$ cat config.mk
export PLATFORM = sky130hd
export DESIGN_NAME = imem_loader
export DESIGN_NICKNAME = d
export VERILOG_FILES = /design/src/rtl/imem_loader.sv
export SDC_FILE = /design/constraint.sdc
export NUM_CORES = 1
export LEC_CHECK = 0
export CAP_MARGIN = 20
export CORE_AREA = 4 4 130 144
export CTS_CLUSTER_SIZE = 28
export DETAILED_ROUTE_END_ITERATION = 8
export DIE_AREA = 0 0 134 148
export PLACE_DENSITY_LB_ADDON = 0.2
export SYNTH_ARGS = -nofsm -noshare
export SYNTH_HDL_FRONTEND = slang
export SYNTH_SLANG_ARGS = --single-unit
$ cat constraint.sdc
create_clock -name Clk -period 1.91 [get_ports Clk]
set_input_delay 0.2865 -clock Clk [delete_from_list [all_inputs] [get_ports Clk]]
set_output_delay 0.2865 -clock Clk [all_outputs]
set_load 0.03 [all_outputs]
$ cat src/rtl/imem_loader.sv
// Boot loader: packs a length-prefixed big-endian byte stream into 32-bit imem words, holds the CPU in reset until done.
// Latency: imem_we 1 cycle after the 4th byte of a word; cpu_reset falls 2 cycles after the last byte.
// Backpressure: in_ready is registered from state, high only while header or data bytes are expected.
module imem_loader #(
  parameter int ADDR_W = 8
) (
  input  logic              Clk,
  input  logic              Reset,
  input  logic              in_valid,
  input  logic [7:0]        in_data,
  output logic              in_ready,
  output logic              imem_we,
  output logic [ADDR_W-1:0] imem_addr,
  output logic [31:0]       imem_wdata,
  output logic              cpu_reset,
  output logic              load_done,
  output logic              load_error
);

  localparam logic [16:0] DEPTH = 17'(2 ** ADDR_W);

  typedef enum logic [2:0] {
    LEN_HI,
    LEN_LO,
    DATA,
    FLUSH,
    DONE,
    ERROR
  } state_t;

  state_t            state, state_nxt;
  logic [7:0]        len_hi;
  logic [15:0]       len;
  logic [1:0]        byte_idx;
  logic [23:0]       word_buf;
  logic [ADDR_W:0]   word_cnt;

  logic              accept;
  logic [15:0]       len_full;
  logic              word_fire;
  logic              last_word;

  assign accept    = in_valid && in_ready;
  assign len_full  = {len_hi, in_data};
  assign word_fire = (state == DATA) && accept && (byte_idx == 2'd3);
  // word_cnt is one bit wider than the address so LEN == DEPTH compares without wrapping
  assign last_word = (17'(word_cnt) + 17'd1) == {1'b0, len};

  always_ff @(posedge Clk) begin
    if (Reset) begin
      state <= LEN_HI;
    end else begin
      state <= state_nxt;
    end
  end

  always_comb begin
    state_nxt = state;
    case (state)
      LEN_HI: begin
        if (accept) state_nxt = LEN_LO;
      end
      LEN_LO: begin
        if (accept) begin
          if (len_full == 16'd0) begin
            state_nxt = FLUSH;
          end else if ({1'b0, len_full} > DEPTH) begin
            state_nxt = ERROR;
          end else begin
            state_nxt = DATA;
          end
        end
      end
      DATA: begin
        if (word_fire && last_word) state_nxt = FLUSH;
      end
      FLUSH:   state_nxt = DONE;
      DONE:    state_nxt = DONE;
      ERROR:   state_nxt = ERROR;
      default: state_nxt = LEN_HI;
    endcase
  end

  // Status outputs are registered from the next state so they line up with the state register
  always_ff @(posedge Clk) begin
    if (Reset) begin
      in_ready   <= 1'b1;
      cpu_reset  <= 1'b1;
      load_done  <= 1'b0;
      load_error <= 1'b0;
    end else begin
      in_ready   <= (state_nxt == LEN_HI) || (state_nxt == LEN_LO) || (state_nxt == DATA);
      cpu_reset  <= (state_nxt != DONE);
      load_done  <= (state_nxt == DONE);
      load_error <= (state_nxt == ERROR);
    end
  end

  always_ff @(posedge Clk) begin
    if (Reset) begin
      len_hi   <= 8'd0;
      len      <= 16'd0;
      byte_idx <= 2'd0;
      word_buf <= 24'd0;
      word_cnt <= '0;
    end else begin
      if ((state == LEN_HI) && accept) begin
        len_hi <= in_data;
      end
      if ((state == LEN_LO) && accept) begin
        len <= len_full;
      end
      if ((state == DATA) && accept) begin
        byte_idx <= byte_idx + 2'd1;
        word_buf <= {word_buf[15:0], in_data};
      end
      if (word_fire) begin
        word_cnt <= word_cnt + 1'b1;
      end
    end
  end

  always_ff @(posedge Clk) begin
    if (Reset) begin
      imem_we    <= 1'b0;
      imem_addr  <= '0;
      imem_wdata <= 32'd0;
    end else begin
      imem_we <= word_fire;
      if (word_fire) begin
        imem_addr  <= word_cnt[ADDR_W-1:0];
        imem_wdata <= {word_buf, in_data};
      end
    end
  end

endmodule

==> impl_metrics.env <==
# yosys + openroad results
export IMPL_grt_first_pass_wirelength_mm=18.82
export IMPL_chip_area_sq_um=19830
export IMPL_outcome="complete, but fails checks"
export IMPL_synth_avg_cell_area_sq_um=8.049
export IMPL_cts_max_path_buffers=2
export IMPL_final_min_period_over_clock_period_pct=109.2
export IMPL_grt_antenna_before_repair=0
export IMPL_met1Wirelength_mm=5.574
export IMPL_clock_sinks=107
export IMPL_ys_warn_count=0
export IMPL_synth_stat_cells=527
export IMPL_maxSlewViolCount=0
export IMPL_grt_overflow=0
export IMPL_failed_checks="setup timing"
export IMPL_enable_flop_cells=0
export IMPL_cellLeakagePower_nw=1.964
export IMPL_hold_path_class="primary input to flop"
export IMPL_path_max_fanout=3
export IMPL_htree_num_levels=3
export IMPL_wl_per_cell_um=13.59
export IMPL_viasPerCell=4.400
export IMPL_total_chip_power_w=0.004723
export IMPL_number_of_distinct_library_cell_variants_in_the_gate_level_netlist_after_synthesis=42
export IMPL_drtAntennaViolNets=0
export IMPL_clk_transition_reported_paths_ns=0.07
export IMPL_topRoutingLayerUsed="met4"
export IMPL_sequential_element_share_of_the_synthesized_area_pct=50.50
export IMPL_maxSlewHeadroom_pct=63.28
export IMPL_grt_util_all_layers_pct=11.92
export IMPL_timing_critical_path_required_ns=2.14
export IMPL_synth_cellmix_simpleShare_pct=24.28
export IMPL_placedCellCount=829
export IMPL_report_final_setup_viol=3
export IMPL_clk_latency_ns=0.36
export IMPL_main_logic_family_after_synthesis="simple AND/OR/NAND/NOR gates"
export IMPL_critPathLaunchType="flop"
export IMPL_finalNetCount=619
export IMPL_first_global_vias=3649
export IMPL_final_setup_worst_slack_ns=-0.1758
export IMPL_met3WireLength_um=500
export IMPL_mostFrequentLayoutCells="nand2_1, dfxtp_1, a21oi_1"
## cell usage after synthesis, types with 2 or more instances
cell	number
nand3_1	8
buf_4	3
o211ai_1	2
nor3b_1	2
a21oi_1	86
nand2_1	176
or3_1	2
xor2_1	6
nor4_1	8
and2_1	3
dfxtp_1	107
nor3_1	8
xnor2_1	14
buf_2	11
nand4_1	4
clkbuf_1	23
nor2_1	26
or4_1	2
mux2i_1	9
ha_1	2
inv_1	4
## flip-flops by register name (all words and copies together) (netlist names)
register and count:
byte_idx 2, cpu_reset 1, imem_addr 8, imem_wdata 32
imem_we 1, in_ready 1, len 16, len_hi 8
load_done 1, load_error 1, state 3, word_buf 24
word_cnt 9
## layout make-up
| class | instances | area [sq um] |
|---|---|---|
| clock buffers | 11 | 232.7 |
| clock inverters | 5 | 60.06 |
| fillers | 1820 | 11360 |
| inverters | 4 | 15.01 |
| multi-input cells | 377 | 1972 |
| flip-flops and latches | 107 | 2145 |
| well taps | 234 | 292.8 |
| repair buffers | 107 | 998.5 |
## logic make-up after synthesis
kind of cell	after synthesis
xor+xnor	21
flops	107
fa+ha+maj	2
mux	9
buf+inv	43
compound gates	100
simple gates	245
## what timing repair did
item	4_1_cts	5_1_grt
endpoints found under the setup margin	6	6
pin swaps	5	4
gates resized	6	8
## where the power goes
part	internal [W]	switching [W]
Combinational	0.000226	0.000262
Clock	0.00103	0.000876
Sequential	0.00228	0.0000480
Total	0.00354	0.00119
## critical path: stages (launching register included)
cell and delay [ns]:
dfxtp_2 0.34, ha_4 0.24, xor2_1 0.16, or4_4 0.44
nor4_4 0.23, o2111ai_2 0.18, o31ai_4 0.25, o211ai_1 0.12
## through the flow
step / cell area [sq um] / hold slack (ns)
after detailed placement: 5354 / 0.4480
after global routing: 5715 / 0.3734
after CTS: 5677 / 0.3562
final: 5715 / 0.3643
after global placement: 5354 / 0.4451
after floorplan: 4243 / 0.4225
## final timing paths
kind | from | cells after the start | end
worst max-delay path | word_cnt[0] | 7 | in_ready
worst max register to register | word_cnt[0] | 7 | in_ready
worst min-delay path | Reset | 2 | len_hi[0]
worst min register to register | word_buf[17] | 2 | word_buf[17]
## metal layers
layer  GRT usage, %  up-vias
li1               -     1900
met1          15.96     1729
met2          18.58       75
met3          2.314       14
met4          5.453        0
met5              0        -
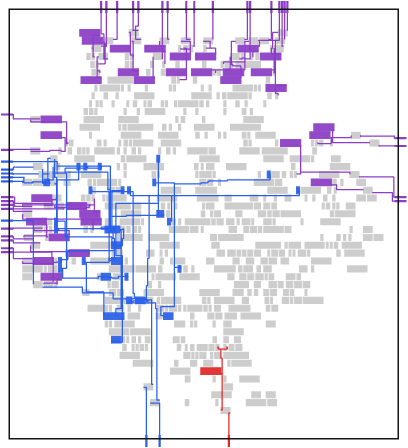
(nets reached from selected ports)
Key: blue = in_data [bits 8, direction input, edge 6 west, 2 south, end cells 34, buffers 16, wire 1050 um]; red = in_ready [bits 1, direction output, edge south, end cells 1, buffers 1, wire 36.3 um]; purple = imem_wdata [bits 32, direction output, edge 17 north, 11 west, 4 east, end cells 32, buffers 32, wire 887 um]
IO Port Bufs: 55
Boundary Pins: 56

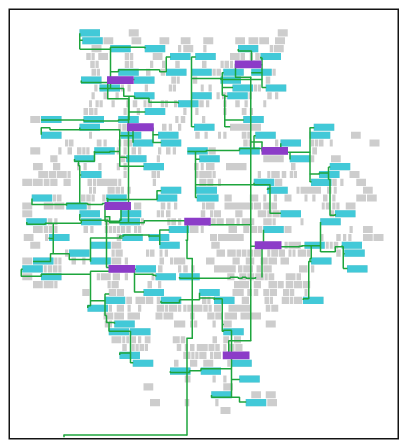
(clock distribution)
Key: green = clock wires [length 1450 um]; cyan = flip-flops [count 107]; purple = cells driving clock nets [count 9]
There are 10 routed clock nets.

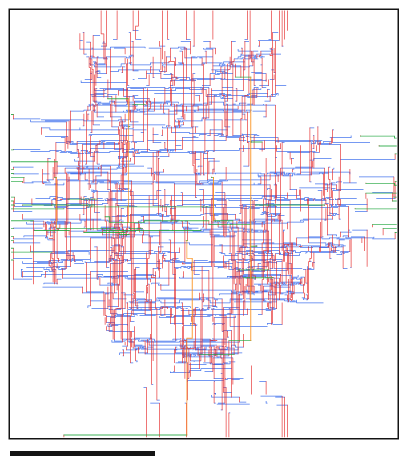
(routed metal, one color a layer)
The bar under the picture is 50 um long.
Key: green = met3 [wire length 501 um]; orange = met4 [wire length 238 um]; red = met2 [wire length 5170 um]; blue = met1 [wire length 5570 um]

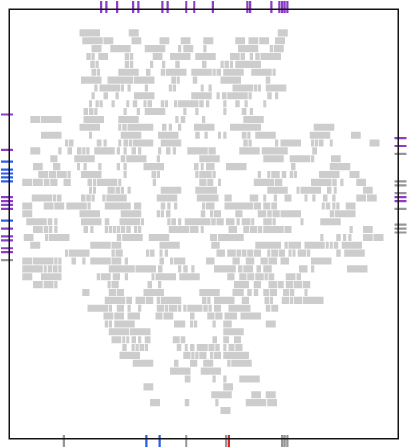
(I/O pins on the die edge)
Pins as bars across the die edge, other pins in gray.
Key: purple = imem_wdata [pins 32, direction output, edge 17 north, 11 west, 4 east]; red = in_ready [pins 1, direction output, edge south]; blue = in_data [pins 8, direction input, edge 6 west, 2 south]

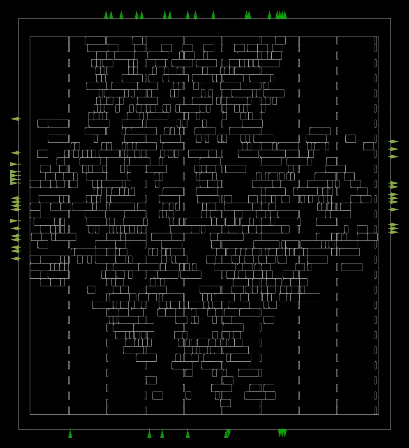
(cell outlines without signal wires)
utilization after layout: 33.47%
CORE AREA: 17080 sq um
final instance count without filler cells: 845
number of sequential cells: 107

Power and IR drop assume default switching activity.
